[config.mk]
export PLATFORM = sky130hd
export DESIGN_NAME = updown_counter_mod
export DESIGN_NICKNAME = d
export VERILOG_FILES = /design/src/rtl/counter_pkg.sv /design/src/rtl/counter_next_calc.sv /design/src/rtl/updown_counter_mod.sv
export SDC_FILE = /design/constraint.sdc
export NUM_CORES = 1
export LEC_CHECK = 0
export CORE_MARGIN = 5
export CORE_UTILIZATION = 60
export CTS_CLUSTER_DIAMETER = 150
export DETAILED_ROUTE_END_ITERATION = 10
export DONT_BUFFER_PORTS = 1
export PLACE_DENSITY = 0.76
export SLEW_MARGIN = 15
export SYNTH_ARGS = -nofsm -noshare
export SYNTH_HDL_FRONTEND = slang
export SYNTH_SLANG_ARGS = --single-unit
[constraint.sdc]
create_clock -name clk -period 7.3 [get_ports clk]
set_clock_uncertainty 0.15 [all_clocks]
set_input_delay 1.825 -clock clk [delete_from_list [all_inputs] [get_ports clk]]
set_output_delay 1.825 -clock clk [all_outputs]
set_load 0.01 [all_outputs]
[src/rtl/counter_pkg.sv]
// rtl/counter_pkg.sv - shared types for the up/down counter
package counter_pkg;

    typedef enum logic [1:0] {
        MODE_WRAP    = 2'd0,
        MODE_SAT     = 2'd1,
        MODE_ONESHOT = 2'd2,
        MODE_RSVD    = 2'd3
    } mode_e;

endpackage

[src/rtl/counter_next_calc.sv]
// rtl/counter_next_calc.sv - combinational next count, end-of-range event and done set
module counter_next_calc
    import counter_pkg::*;
#(
    parameter int WIDTH = 4
) (
    input  logic [WIDTH-1:0] i_count,
    input  logic [WIDTH-1:0] i_limit,
    input  logic [WIDTH-1:0] i_step,
    input  logic             i_up,
    input  mode_e            i_mode,
    output logic [WIDTH-1:0] o_count,
    output logic             o_event,
    output logic             o_done_set
);

    // One extra bit so sums past the limit and limit+1 never alias.
    logic [WIDTH:0] w_count_x;
    logic [WIDTH:0] w_limit_x;
    logic [WIDTH:0] w_step_x;
    logic [WIDTH:0] w_range;
    logic [WIDTH:0] w_sum;

    assign w_count_x = {1'b0, i_count};
    assign w_limit_x = {1'b0, i_limit};
    assign w_step_x  = {1'b0, i_step};
    assign w_range   = w_limit_x + 1'b1;
    assign w_sum     = w_count_x + w_step_x;

    always_comb begin
        o_count    = i_count;
        o_event    = 1'b0;
        o_done_set = 1'b0;
        if (i_up) begin
            o_event = (w_sum > w_limit_x);
            if (!o_event) begin
                o_count = WIDTH'(w_sum);
            end else begin
                case (i_mode)
                    MODE_SAT:     o_count = i_limit;
                    MODE_ONESHOT: begin
                        o_count    = i_limit;
                        o_done_set = 1'b1;
                    end
                    default:      o_count = WIDTH'(w_sum - w_range);
                endcase
            end
        end else begin
            o_event = (w_count_x < w_step_x);
            if (!o_event) begin
                o_count = WIDTH'(w_count_x - w_step_x);
            end else begin
                case (i_mode)
                    MODE_SAT:     o_count = '0;
                    MODE_ONESHOT: begin
                        o_count    = '0;
                        o_done_set = 1'b1;
                    end
                    default:      o_count = WIDTH'(w_count_x + w_range - w_step_x);
                endcase
            end
        end
    end

endmodule

[src/rtl/updown_counter_mod.sv]
// rtl/updown_counter_mod.sv - up/down counter with programmable limit, step and end-of-range mode
module updown_counter_mod
    import counter_pkg::*;
#(
    parameter int WIDTH = 4
) (
    input  logic             clk,
    input  logic             rst,
    input  logic             load_n,
    input  logic             ce,
    input  logic             up_down,
    input  logic [1:0]       mode,
    input  logic [WIDTH-1:0] data_load,
    input  logic [WIDTH-1:0] limit,
    input  logic [WIDTH-1:0] step,
    input  logic             clr_ovf,
    output logic [WIDTH-1:0] count_out,
    output logic             max_count,
    output logic             zero,
    output logic             tc,
    output logic             ovf,
    output logic             done
);

    logic [WIDTH-1:0] r_count;
    logic [WIDTH-1:0] r_limit;
    logic             r_done;
    logic             r_tc;
    logic             r_ovf;

    mode_e            w_mode;
    logic [WIDTH-1:0] w_step;
    logic [WIDTH-1:0] w_next;
    logic             w_event;
    logic             w_done_set;
    logic             w_active;
    logic             w_fire;

    assign w_mode   = mode_e'(mode);
    assign w_step   = (step > r_limit) ? r_limit : step;
    // A zero effective step is a pure hold: no movement and no event.
    assign w_active = ce && !r_done && (w_step != '0);
    assign w_fire   = w_active && w_event;

    counter_next_calc #(.WIDTH(WIDTH)) u_next_calc (
        .i_count    (r_count),
        .i_limit    (r_limit),
        .i_step     (w_step),
        .i_up       (up_down),
        .i_mode     (w_mode),
        .o_count    (w_next),
        .o_event    (w_event),
        .o_done_set (w_done_set)
    );

    always_ff @(posedge clk) begin
        if (rst) begin
            r_count <= '0;
            r_limit <= '1;
            r_done  <= 1'b0;
            r_tc    <= 1'b0;
            r_ovf   <= 1'b0;
        end else if (!load_n) begin
            r_limit <= limit;
            r_count <= (data_load > limit) ? limit : data_load;
            r_done  <= 1'b0;
            r_tc    <= 1'b0;
        end else begin
            r_tc <= w_fire;
            if (w_active) begin
                r_count <= w_next;
            end
            // Set beats clear when an event lands on the same edge.
            if (w_fire) begin
                r_ovf <= 1'b1;
            end else if (clr_ovf) begin
                r_ovf <= 1'b0;
            end
            if (w_mode != MODE_ONESHOT) begin
                r_done <= 1'b0;
            end else if (w_fire && w_done_set) begin
                r_done <= 1'b1;
            end
        end
    end

    assign count_out = r_count;
    assign max_count = (r_count == r_limit);
    assign zero      = (r_count == '0);
    assign tc        = r_tc;
    assign ovf       = r_ovf;
    assign done      = r_done;

endmodule

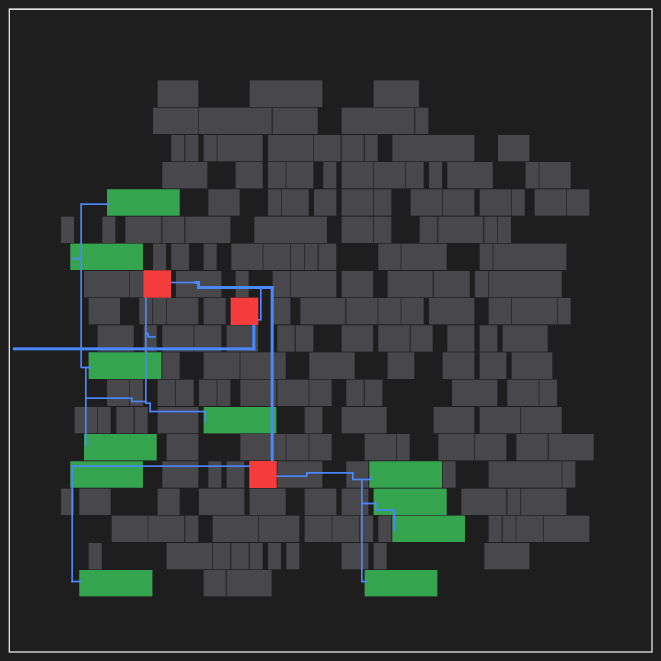
*Clock network drawn from the DEF*
Drawn at 10 px/um.
- green: flip-flops (count 11)
- red: clock-net drivers (count 3)
- blue: clock wires (length 184 um)
- routed clock nets: 4

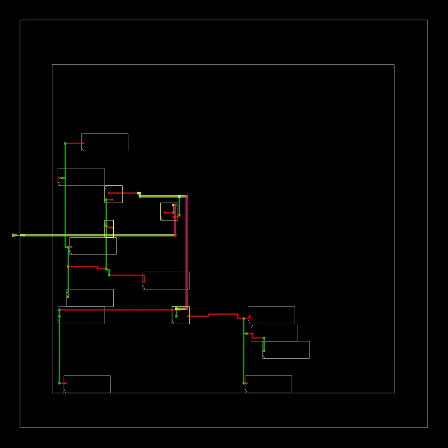
*Clock routing*
flip-flops: 11
Clock Power: 0.0439 mW

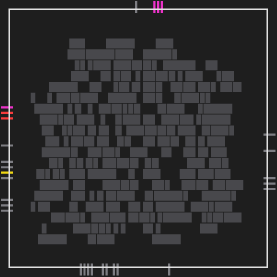
*Pin placement*
Drawn at 4 px/um. Pins as bars across the die edge, other pins in gray.
- red: `mode` (pins 2; direction input; edge left)
- yellow: `load_n` (pins 1; direction input; edge left)
- magenta: `count_out` (pins 4; direction output; edge 3 top, 1 left)
- all pins by edge: 11 left, 9 bottom, 5 right, 4 top

==> out/qor_table.md <==
| Stage | Parameter | Value |
|:---|:---|:---|
| outcome | Outcome | complete, no violations |
| final timing | RSZ-0062 raised after global routing | false |
| clocking | Number of buffers inserted by post-CTS setup repair | 0 |
| pwr | Internal power consumption | 0.2239 mW |
| pwr | Power in sequential cells | 0.0892 mW |
| layout | N_diodes | 0 |
| floorplanning | Initial core utilization | 63.20% |
| final timing | Final worst setup slack | 1.602 ns |
| worst setup path | Capturing point of the worst reg2reg path | ovf |
| place | HPWL reported at the end of detailed placement | 3690 um |
| global route | Number of global-route vias before repair | 1621 |
| run | Number of logged tool warnings | 32 |
| layout | Comb area share | 78.53% |
| logic synthesis | Distinct cells, synth | 50 |
| clocking | TritonCTS clock tree | built |
| pwr | Areal power density over the cells | 239.6 nW/um^2 |
| global route | Largest net degree at the start of global routing | 19 |
| place | Instance count after placement with tap cells included | 231 |
| logic synthesis | Most used flip-flop cell after synthesis | sky130_fd_sc_hd__dfxtp_1 |
| layout | Fraction of area in clock buffers and inverters | 1.459% |
| place | Placed Area | 1774 um^2 |
| pwr | Relative contribution of the clock network to total power | 10.2% |
| detailed routing | Met2 wire len | 2088 um |
| clocking | Clock transition at the registers of the reported paths | 0.07 ns |
| layout | Number of clock-tree buffers in the layout | 4 |
| final timing | Fraction of the cycle the final worst path needs | 78.05% |
| logic synthesis | Floorplan net count | 263 |
| detailed routing | Wire length on met1 | 1914 um |
| floorplanning | Placement row count | 19 |
| detailed routing | Routed wire per std cell | 19.32 um |
| worst setup path | Crit path max fanout | 7 |
No activity file was given, so power comes from the tool's default toggle rates.
